==> config.mk <==
export PLATFORM = sky130hd
export DESIGN_NAME = i2s_rx
export DESIGN_NICKNAME = d
export VERILOG_FILES = /design/src/rtl/i2s_rx.sv
export SDC_FILE = /design/constraint.sdc
export NUM_CORES = 1
export LEC_CHECK = 0
export ABC_AREA = 1
export CORE_UTILIZATION = 51
export DETAILED_ROUTE_END_ITERATION = 7
export PLACE_DENSITY = 0.75
export SYNTH_ARGS = -nofsm -noshare
export SYNTH_HDL_FRONTEND = slang
export SYNTH_SLANG_ARGS = --single-unit
==> constraint.sdc <==
create_clock -name clk_sys -period 1.62 [get_ports clk_sys]
set_clock_uncertainty 0.05 [all_clocks]
set_input_delay 0.243 -clock clk_sys [delete_from_list [all_inputs] [get_ports clk_sys]]
set_output_delay 0.243 -clock clk_sys [all_outputs]
set_load 0.005 [all_outputs]
==> src/rtl/i2s_rx.sv <==
// i2s_rx: Philips I2S slave receiver, pins oversampled on clk_sys.
// Ports: clk_sys, reset_n (async low), enable, sclk/lrclk/sdata (async),
//   err_clr; left_chan/right_chan, sample_valid, locked, frame_err.
// Option: define I2S_RX_MONO_MIX_EN to deliver (L+R)>>>1 on both channels.
module i2s_rx #(
  parameter int SAMPLE_WIDTH = 16,
  parameter int MAX_SLOT     = 32,
  parameter int TIMEOUT_BITS = 10
) (
  input  logic                    clk_sys,
  input  logic                    reset_n,
  input  logic                    enable,
  input  logic                    sclk,
  input  logic                    lrclk,
  input  logic                    sdata,
  input  logic                    err_clr,
  output logic [SAMPLE_WIDTH-1:0] left_chan,
  output logic [SAMPLE_WIDTH-1:0] right_chan,
  output logic                    sample_valid,
  output logic                    locked,
  output logic                    frame_err
);

  localparam int SW = SAMPLE_WIDTH;
  localparam int CW = $clog2(MAX_SLOT + 1);

  typedef enum logic [1:0] {
    SEEK,
    RX_L,
    RX_R
  } state_t;

  state_t state, state_nxt;

  // [0],[1] synchronizer, [2] history for edge detect
  logic [2:0] sclk_q;
  logic [1:0] lr_q;
  logic [1:0] sd_q;
  logic       lr_prev;

  logic [CW-1:0]           bit_cnt;
  logic [SW-1:0]           shreg;
  logic [SW-1:0]           left_hold;
  logic [SW-1:0]           word;
  logic [SW-1:0]           bit_mask;
  logic [SW-1:0]           out_l;
  logic [SW-1:0]           out_r;
  logic [TIMEOUT_BITS-1:0] wd;

  logic rise, trans, len_ok, timeout;
  logic set_err, load_left, load_out;

  assign rise    = sclk_q[1] & ~sclk_q[2];
  assign trans   = rise & (lr_q[1] != lr_prev);
  assign timeout = &wd;

  // Mask shifts out of range past SAMPLE_WIDTH, dropping extra bits
  assign bit_mask = {1'b1, {(SW-1){1'b0}}} >> bit_cnt;
  assign word     = sd_q[1] ? (shreg | bit_mask) : shreg;

  // Slot length is bit_cnt+1; saturation at MAX_SLOT means too long
  assign len_ok = (bit_cnt >= CW'(SW - 1)) &&
                  (bit_cnt != CW'(MAX_SLOT));

`ifdef I2S_RX_MONO_MIX_EN
  logic [SW:0] mix_sum;
  assign mix_sum = {left_hold[SW-1], left_hold} + {word[SW-1], word};
  assign out_l   = mix_sum[SW:1];
  assign out_r   = mix_sum[SW:1];
`else
  assign out_l = left_hold;
  assign out_r = word;
`endif

  always_ff @(posedge clk_sys or negedge reset_n) begin
    if (!reset_n) state <= SEEK;
    else          state <= state_nxt;
  end

  always_comb begin
    state_nxt = state;
    set_err   = 1'b0;
    load_left = 1'b0;
    load_out  = 1'b0;
    if (!enable) begin
      state_nxt = SEEK;
    end else begin
      unique case (state)
        SEEK: begin
          if (trans && !lr_q[1]) state_nxt = RX_L;
        end
        RX_L: begin
          if (timeout) begin
            set_err   = 1'b1;
            state_nxt = SEEK;
          end else if (trans && lr_q[1]) begin
            if (len_ok) begin
              load_left = 1'b1;
              state_nxt = RX_R;
            end else begin
              set_err   = 1'b1;
              state_nxt = SEEK;
            end
          end
        end
        RX_R: begin
          if (timeout) begin
            set_err   = 1'b1;
            state_nxt = SEEK;
          end else if (trans && !lr_q[1]) begin
            if (len_ok) begin
              load_out  = 1'b1;
              state_nxt = RX_L;
            end else begin
              set_err   = 1'b1;
              state_nxt = SEEK;
            end
          end
        end
        default: state_nxt = SEEK;
      endcase
    end
  end

  always_ff @(posedge clk_sys or negedge reset_n) begin
    if (!reset_n) begin
      sclk_q       <= '0;
      lr_q         <= '0;
      sd_q         <= '0;
      lr_prev      <= 1'b0;
      bit_cnt      <= '0;
      shreg        <= '0;
      left_hold    <= '0;
      wd           <= '0;
      left_chan    <= '0;
      right_chan   <= '0;
      sample_valid <= 1'b0;
      locked       <= 1'b0;
      frame_err    <= 1'b0;
    end else begin
      sclk_q <= {sclk_q[1:0], sclk};
      lr_q   <= {lr_q[0], lrclk};
      sd_q   <= {sd_q[0], sdata};

      if (rise) lr_prev <= lr_q[1];

      if (!enable || trans) begin
        bit_cnt <= '0;
        shreg   <= '0;
      end else if (rise) begin
        shreg <= word;
        if (bit_cnt != CW'(MAX_SLOT)) bit_cnt <= bit_cnt + 1'b1;
      end

      if (!enable || state == SEEK || rise) wd <= '0;
      else                                  wd <= wd + 1'b1;

      if (!enable)        left_hold <= '0;
      else if (load_left) left_hold <= word;

      if (load_out) begin
        left_chan  <= out_l;
        right_chan <= out_r;
      end

      sample_valid <= load_out;
      locked       <= (state_nxt != SEEK);

      if (set_err)      frame_err <= 1'b1;
      else if (err_clr) frame_err <= 1'b0;
    end
  end

endmodule

**Run 1: M3 wires**

Scale: 4 px per µm.
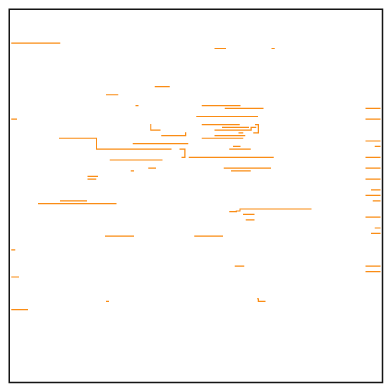
longest straight run: 20.9 µm
wire length on this layer: 344 µm
main direction: horizontal

**Run 1: signal wires on met2**

Scale: 3 px per µm.
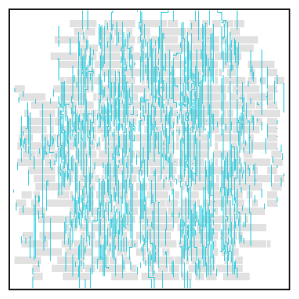
wire length on this layer: 5030 µm
longest straight run: 38.1 µm
main direction: vertical
share of all routed wire: 51%
routed wire length: 9884 µm
total via count in the routed design: 3445
met2 Usage GRT: 37.62%

==> summary.json, run 1 <==
{
  "run_status": {
    "run_status": "finished with violations",
    "failed_checks": "negative setup slack"
  },
  "power_and_ir_drop": {
    "seq_power_share_pct": 52.1,
    "vdd.ir_drop.worst_uv": 487.4,
    "report.power.total_mw": 4.570,
    "p_int_mw": 3.419,
    "power_density_nw_per_um2": 790.4,
    "power_switching_mw": 1.152,
    "clk_network_pwr_share_pct": 38.4,
    "p_clk_mw": 1.76,
    "power.sequential.total_mw": 2.38
  },
  "yosys": {
    "synthDistinctLibCells": 28,
    "yosys_most_used_dff": "sky130_fd_sc_hd__dfrtp_1",
    "ys_seq_share_pct": 55.19,
    "post_synth_mux_area_share_pct": 0,
    "syn_nets": 458,
    "syn_avg_cell_area_um2": 9.497,
    "topCellsByArea": "sky130_fd_sc_hd__dfrtp_1, sky130_fd_sc_hd__o21ai_2, sky130_fd_sc_hd__nor2_1",
    "ys_cells": 444,
    "synth.cellmix.simpleShare_pct": 21.57,
    "synthTopCellsByCount": "sky130_fd_sc_hd__dfrtp_1, sky130_fd_sc_hd__nor2_1, sky130_fd_sc_hd__nand2_1",
    "synth_largest_type_area_fraction_pct": 55.19
  },
  "floorplan": {
    "core_area_um2": 7848,
    "floorplan.die_area_um2": 8635,
    "fp_util_pct": 53.73,
    "num_io_pins": 42,
    "die_width_um": 92.93,
    "die-height_um": 92.93
  },
  "worst_setup_path": {
    "launching_element_type_of_the_critical_path": "flip-flop",
    "cp-startpoint": "bit_cnt[1]",
    "worstPathArrival_ns": 2.00,
    "timing.critical_path.required_ns": 1.86,
    "r2r_setup_slack_ns": -0.13,
    "critPathTopFamily": "simple AND/OR/NAND/NOR gates",
    "crit_path_max_incr_delay_ns": 0.41,
    "endpoint": "left_hold[1]"
  },
  "detailed_routing": {
    "antenna_violating_nets_post_route": 0,
    "dr.pass1.iters": 4,
    "drt_iter0_markers": 221,
    "wirelength_met1_um": 4338
  },
  "final_timing": {
    "rsz0062_at_grt": "yes",
    "worst_hold_slack_ns": 0.2616,
    "setup_ws_ns": -0.1349,
    "totalNegativeSetupSlack_ns": -4.133,
    "setup_violations": 49
  },
  "cells_and_area": {
    "num-nonclk-buffers": 108,
    "ff_latch_area_um2": 2327,
    "clockNetworkAreaShare_pct": 3.852,
    "multiInputCombCellCount": 286,
    "seq_cell_count": 93
  },
  "placed_design": {
    "buffer_ports.inserted": 41,
    "post-place-cells": 626,
    "cell_area_after_placement_um2": 5126
  },
  "clock_network": {
    "cts_made_buffers": 9,
    "tritoncts_clock_tree": "built",
    "cts_root_buffer": "sky130_fd_sc_hd__clkbuf_8"
  },
  "global_routing": {
    "grt_antenna_before_repair": 0,
    "track_usage_pct": 23.00,
    "grt-ovfl-total": 0
  },
  "hold_path": {
    "holdPathEnd": "lr_q[0]"
  }
}
**Run 1: placement view**

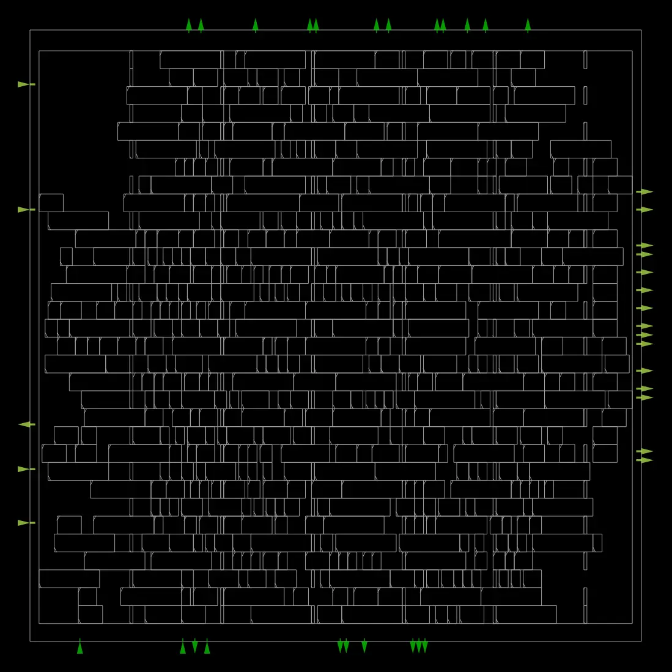
number of filler cells placed in the layout: 565
total number of tap cells: 102
sequential share of cell area: 40.25%
final standard cell count with taps included and fillers excluded: 656
fraction of the core area covered by cells at the end of the flow: 73.68%

**Run 1: met4 routing**

Scale: 4 px per µm. Supply wires on this layer in gray.
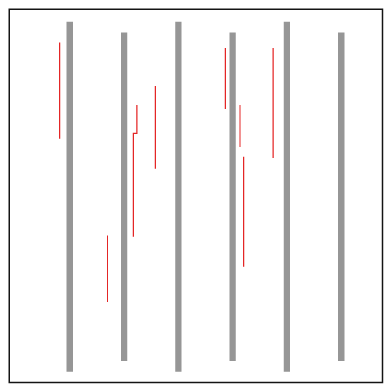

==> inputs of run 2 (changes only) <==
--- a/config.mk
+++ b/config.mk
@@ -5,10 +5,11 @@
 export SDC_FILE = /design/constraint.sdc
 export NUM_CORES = 1
 export LEC_CHECK = 0
-export ABC_AREA = 1
+export ABC_AREA = 0
 export CORE_UTILIZATION = 51
 export DETAILED_ROUTE_END_ITERATION = 7
-export PLACE_DENSITY = 0.75
+export PLACE_DENSITY = 0.76
+export SLEW_MARGIN = 20
 export SYNTH_ARGS = -nofsm -noshare
 export SYNTH_HDL_FRONTEND = slang
 export SYNTH_SLANG_ARGS = --single-unit
**Run 2: met4 routing**

Scale: 4 px per µm. Supply wires on this layer in gray.
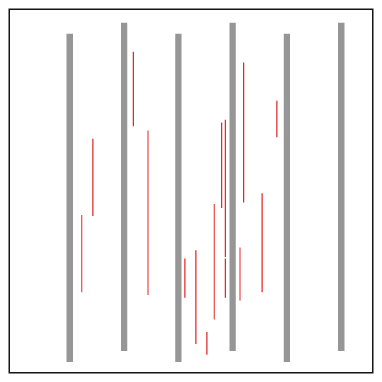
nets with wire on the layer: 14
share of all routed wire: 2.8%
routed wire length: 10880 µm
total via count in the routed design: 3186

**Run 2: signal wires on met1**

Scale: 4 px per µm. Supply wires on this layer in gray.
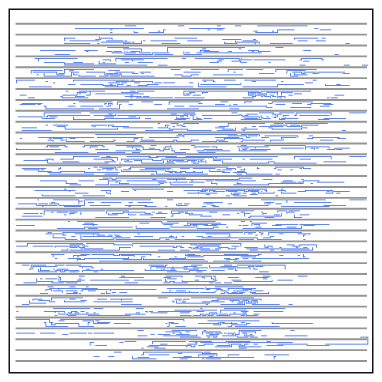
nets with wire on the layer: 427
wire length on this layer: 4590 µm
share of all routed wire: 42%
longest straight run: 45.1 µm
main direction: horizontal

==> summary.json, run 2 <==
{
  "run_status": {
    "run_status": "finished with violations",
    "failed_checks": "negative setup slack"
  },
  "global_routing": {
    "grt-ovfl-total": {"value": 0, "change": "unchanged"},
    "grt_antenna_before_repair": {"value": 0, "change": "unchanged"},
    "track_usage": {"value": 22.49, "unit": "%", "change": "-0.51 points"},
    "grt.met2_usage": {"value": 37.31, "unit": "%", "change": "-0.31 points"},
    "m3_gr_usage_pct": 5.640
  },
  "floorplan": {
    "core_area": {"value": 7408, "unit": "µm²", "change": "-5.6%"},
    "floorplan.die_area": {"value": 8187, "unit": "µm²", "change": "-5.2%"},
    "die_width": {"value": 90.48, "unit": "µm", "change": "-2.6%"},
    "die-height": {"value": 90.48, "unit": "µm", "change": "-2.6%"},
    "placement_rows": 31,
    "fp_util": {"value": 53.89, "unit": "%", "change": "+0.16 points"},
    "num_io_pins": {"value": 42, "change": "unchanged"},
    "tapCellCount": {"value": 99, "change": "-2.9%"}
  },
  "yosys": {
    "synth.cellmix.simpleShare": {"value": 12.35, "unit": "%", "change": "-9.2 points"},
    "post-synth-top-count-cell": "sky130_fd_sc_hd__dfrtp_1",
    "synth_largest_type_area_fraction": {"value": 58.29, "unit": "%", "change": "+3.1 points"},
    "ys_cells": {"value": 340, "change": "-23%"},
    "post_synth_mux_area_share": {"value": 10.28, "unit": "%", "change": "+10 points"},
    "synthDistinctLibCells": {"value": 42, "change": "+50%"},
    "syn_avg_cell_area": {"value": 11.74, "unit": "µm²", "change": "+24%"},
    "ys_seq_share": {"value": 58.29, "unit": "%", "change": "+3.1 points"},
    "synthTopCellsByCount": "sky130_fd_sc_hd__dfrtp_1, sky130_fd_sc_hd__nor2_1, sky130_fd_sc_hd__inv_1",
    "topCellsByArea": "sky130_fd_sc_hd__dfrtp_1, sky130_fd_sc_hd__mux2_4, sky130_fd_sc_hd__mux2i_1",
    "yosys_most_used_dff": "sky130_fd_sc_hd__dfrtp_1",
    "syn_nets": {"value": 354, "change": "-23%"}
  },
  "placed_design": {
    "cell_area_after_placement": {"value": 5020, "unit": "µm²", "change": "-2.1%"},
    "post-place-cells": {"value": 523, "change": "-16%"},
    "buffer_ports.inserted": {"value": 41, "change": "unchanged"}
  },
  "cells_and_area": {
    "number_of_filler_cells_placed_in_the_layout": {"value": 411, "change": "-27%"},
    "clockNetworkAreaShare": {"value": 4.252, "unit": "%", "change": "+0.40 points"},
    "seq_cell_count": {"value": 93, "change": "unchanged"},
    "finish.utilization": {"value": 77.86, "unit": "%", "change": "+4.2 points"},
    "seq-cell-share": {"value": 40.37, "unit": "%", "change": "+0.12 points"},
    "largest_cell_class": "flip-flops and latches",
    "ff_latch_area": {"value": 2328, "unit": "µm²", "change": "about the same"},
    "final_cells": {"value": 554, "change": "-16%"},
    "multiInputCombCellCount": {"value": 205, "change": "-28%"},
    "num-nonclk-buffers": {"value": 116, "change": "+7.4%"}
  },
  "final_timing": {
    "worst_hold_slack": {"value": 0.1668, "unit": "ns", "change": "-0.09481 ns"},
    "fin_crit_ns": 2.044,
    "totalNegativeSetupSlack": {"value": -19.09, "unit": "ns", "change": "-14.95 ns"},
    "setup_violations": {"value": 63, "change": "+29%"},
    "setup_ws": {"value": -0.4238, "unit": "ns", "change": "-0.2889 ns"},
    "report.final.slew_viol_count": 0,
    "rsz0062_at_grt": "yes"
  },
  "worst_setup_path": {
    "timing.critical_path.required": {"value": 1.83, "unit": "ns", "change": "-0.03 ns"},
    "r2r_setup_slack": {"value": -0.42, "unit": "ns", "change": "-0.29 ns"},
    "launching_element_type_of_the_critical_path": "flip-flop",
    "critPathTopFamily": "simple AND/OR/NAND/NOR gates",
    "cp-startpoint": "bit_cnt[0]",
    "endpoint": "left_chan[8]",
    "crit_path_max_incr_delay": {"value": 0.46, "unit": "ns", "change": "+0.05 ns"},
    "worst_r2r_endpoint": "left_chan[8]",
    "worstPathArrival": {"value": 2.25, "unit": "ns", "change": "+0.25 ns"}
  },
  "power_and_ir_drop": {
    "vdd.ir_drop.worst": {"value": 691.6, "unit": "µV", "change": "+42%"},
    "p_int": {"value": 3.628, "unit": "mW", "change": "+6.1%"},
    "seq_power_share": {"value": 49.0, "unit": "%", "change": "-3.1 points"},
    "report.power.total": {"value": 4.865, "unit": "mW", "change": "+6.5%"},
    "power.sequential.total": {"value": 2.38, "unit": "mW", "change": "about the same"},
    "p_clk": {"value": 1.91, "unit": "mW", "change": "+9%"}
  },
  "detailed_routing": {
    "wirelength_met1": {"value": 4585, "unit": "µm", "change": "+5.7%"},
    "antenna_violating_nets_post_route": {"value": 0, "change": "unchanged"},
    "dr.pass1.iters": {"value": 5, "change": "+1"},
    "drt_iter0_markers": {"value": 251, "change": "+14%"}
  },
  "clock_network": {
    "tritoncts_clock_tree": "built",
    "numClockSinks": 93,
    "cts_made_buffers": {"value": 9, "change": "unchanged"},
    "cts_root_buffer": "sky130_fd_sc_hd__clkbuf_8"
  }
}
**Run 2: signal wires on met2**

Scale: 3 px per µm.
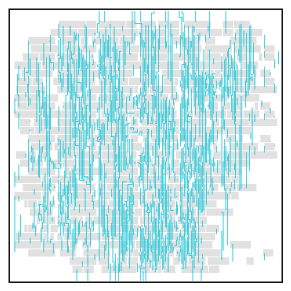

==> inputs of run 3 (changes only) <==
--- a/config.mk
+++ b/config.mk
@@ -6,9 +6,9 @@
 export NUM_CORES = 1
 export LEC_CHECK = 0
 export ABC_AREA = 0
-export CORE_UTILIZATION = 51
+export CORE_UTILIZATION = 56
 export DETAILED_ROUTE_END_ITERATION = 7
-export PLACE_DENSITY = 0.76
+export PLACE_DENSITY = 0.79
 export SLEW_MARGIN = 20
 export SYNTH_ARGS = -nofsm -noshare
 export SYNTH_HDL_FRONTEND = slang
==> constraint.sdc (replaced) <==
create_clock -name clk_sys -period 2.15 [get_ports clk_sys]
set_clock_uncertainty 0.05 [all_clocks]
set_input_delay 0.3225 -clock clk_sys [delete_from_list [all_inputs] [get_ports clk_sys]]
set_output_delay 0.3225 -clock clk_sys [all_outputs]
set_load 0.005 [all_outputs]
**Run 3: signal wires on met2**

Scale: 3 px per µm.
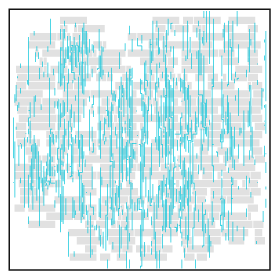
wire length on this layer: 3710 µm
nets with wire on the layer: 362
main direction: vertical
share of all routed wire: 49%
met2 Usage GRT: 36.51%
routed wire length: 7529 µm
total via count in the routed design: 2733

**Run 3: M3 wires**

Scale: 4 px per µm.
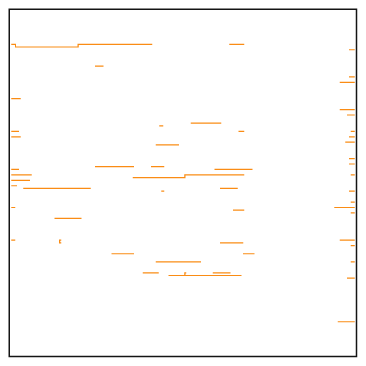
wire length on this layer: 243 µm
longest straight run: 18.4 µm
share of all routed wire: 3.2%
nets with wire on the layer: 43
M3 GR Usage: 4.286%

==> summary.json, run 3 <==
{
  "floorplan": {
    "fp_util": {"value": 58.44, "unit": "%", "change": "+4.6 points"},
    "floorplan.die_area": {"value": 7471, "unit": "µm²", "change": "-8.7%"},
    "tapCellCount": {"value": 96, "change": "-3.0%"},
    "placement_rows": {"value": 30, "change": "-3.2%"},
    "core_area": {"value": 6832, "unit": "µm²", "change": "-7.8%"},
    "die_width": {"value": 86.44, "unit": "µm", "change": "-4.5%"},
    "num_io_pins": {"value": 42, "change": "unchanged"},
    "die-height": {"value": 86.44, "unit": "µm", "change": "-4.5%"}
  },
  "cells_and_area": {
    "clock_buffers": 10,
    "number_of_filler_cells_placed_in_the_layout": {"value": 488, "change": "+19%"},
    "multiInputCombCellCount": {"value": 205, "change": "unchanged"},
    "ff_latch_area": {"value": 2327, "unit": "µm²", "change": "about the same"},
    "seq-cell-share": {"value": 47.58, "unit": "%", "change": "+7.2 points"},
    "largest_cell_class": "flip-flops and latches",
    "seq_cell_count": {"value": 93, "change": "unchanged"},
    "final_cells": {"value": 496, "change": "-10%"},
    "clockNetworkAreaShare": {"value": 4.682, "unit": "%", "change": "+0.43 points"},
    "areaGrowthSynthToFinish_pct": 22.50,
    "diodes": 0,
    "finish.utilization": {"value": 71.59, "unit": "%", "change": "-6.3 points"},
    "share_of_cells_above_drive_strength_1_pct": 15.50,
    "num-nonclk-buffers": {"value": 61, "change": "-47%"},
    "nNetsFinal": 409
  },
  "global_routing": {
    "grt_antenna_before_repair": {"value": 0, "change": "unchanged"},
    "grt-busiest-layer": "met2",
    "grt-ovfl-total": {"value": 0, "change": "unchanged"},
    "number_of_global_route_vias_before_repair": 2636,
    "track_usage": {"value": 22.74, "unit": "%", "change": "+0.25 points"}
  },
  "clock_network": {
    "tritoncts_clock_tree": "built",
    "cts_setup_buffers": 0,
    "worst_setup_hold_path_clk_slew_ns": 0.09,
    "numClockSinks": {"value": 93, "change": "unchanged"},
    "number_of_hold_repair_buffers_added_at_the_cts_stage": 1,
    "cts_root_buffer": "sky130_fd_sc_hd__clkbuf_8",
    "htree_num_levels": 3,
    "clock_tree_buf_depth": 2,
    "cts_made_buffers": {"value": 9, "change": "unchanged"}
  },
  "final_timing": {
    "totalNegativeSetupSlack": {"value": 0, "unit": "ns", "change": "+19.09 ns"},
    "worst_hold_slack": {"value": 0.3042, "unit": "ns", "change": "+0.1374 ns"},
    "setup_ws": {"value": 0.09305, "unit": "ns", "change": "+0.5169 ns"},
    "fin_crit": {"value": 2.057, "unit": "ns", "change": "+0.01311 ns"},
    "report.final.slew_viol_count": {"value": 0, "change": "unchanged"},
    "rsz0062_at_grt": "no",
    "setup_violations": {"value": 0, "change": "-100%"}
  },
  "detailed_routing": {
    "drt_iter0_markers": {"value": 137, "change": "-45%"},
    "wl_per_cell_um": 15.18,
    "dr.pass1.iters": {"value": 4, "change": "-1"},
    "antenna_violating_nets_post_route": {"value": 0, "change": "unchanged"},
    "wirelength_met1": {"value": 3452, "unit": "µm", "change": "-25%"}
  },
  "power_and_ir_drop": {
    "vdd.ir_drop.worst": {"value": 413.7, "unit": "µV", "change": "-40%"},
    "p_int": {"value": 2.561, "unit": "mW", "change": "-29%"},
    "power.sequential.total": {"value": 1.80, "unit": "mW", "change": "-24%"},
    "report.power.total": {"value": 3.347, "unit": "mW", "change": "-31%"},
    "p_clk": {"value": 1.29, "unit": "mW", "change": "-32%"},
    "seq_power_share": {"value": 53.7, "unit": "%", "change": "+4.7 points"},
    "combPwrFrac_pct": 7.7
  },
  "worst_setup_path": {
    "critPathTopFamily": "simple AND/OR/NAND/NOR gates",
    "worstPathArrival": {"value": 2.25, "unit": "ns", "change": "about the same"},
    "cp_num_cells": 6,
    "timing.critical_path.required": {"value": 2.34, "unit": "ns", "change": "+0.51 ns"},
    "endpoint": "left_chan[11]",
    "crit_buf_inv": 1,
    "cp-startpoint": "wd[0]",
    "r2r_setup_slack": {"value": 0.09, "unit": "ns", "change": "+0.52 ns"},
    "crit_path_max_incr_delay": {"value": 0.44, "unit": "ns", "change": "-0.02 ns"},
    "launching_element_type_of_the_critical_path": "flip-flop",
    "worst_r2r_endpoint": "left_chan[11]"
  },
  "yosys": {
    "ys_seq_share": {"value": 58.29, "unit": "%", "change": "unchanged"},
    "topCellsByArea": "sky130_fd_sc_hd__dfrtp_1, sky130_fd_sc_hd__mux2_4, sky130_fd_sc_hd__mux2i_1",
    "synth_largest_type_area_fraction": {"value": 58.29, "unit": "%", "change": "unchanged"},
    "yosysWarningCount": 0,
    "post-synth-top-count-cell": "sky130_fd_sc_hd__dfrtp_1",
    "ys_cells": {"value": 340, "change": "unchanged"},
    "synthDistinctLibCells": {"value": 42, "change": "unchanged"},
    "synthCells": 340,
    "ys_top_logic_family": "simple AND/OR/NAND/NOR gates",
    "syn_avg_cell_area": {"value": 11.74, "unit": "µm²", "change": "unchanged"},
    "syn_nets": {"value": 354, "change": "unchanged"},
    "synth.cellmix.simpleShare": {"value": 12.35, "unit": "%", "change": "unchanged"},
    "post_synth_mux_area_share": {"value": 10.28, "unit": "%", "change": "unchanged"},
    "yosys_most_used_dff": "sky130_fd_sc_hd__dfrtp_1",
    "synth-xor-area-share_pct": 2.413,
    "synthTopCellsByCount": "sky130_fd_sc_hd__dfrtp_1, sky130_fd_sc_hd__nor2_1, sky130_fd_sc_hd__inv_1"
  },
  "placed_design": {
    "post-place-cells": {"value": 479, "change": "-8.4%"},
    "buffer_ports.inserted": {"value": 41, "change": "unchanged"},
    "cell_area_after_placement": {"value": 4643, "unit": "µm²", "change": "-7.5%"},
    "placement.setup.worst_slack_ns": 0.09775
  },
  "run_status": {
    "run_status": "complete, no violations"
  },
  "hold_path": {
    "min_path_cells": 0
  }
}
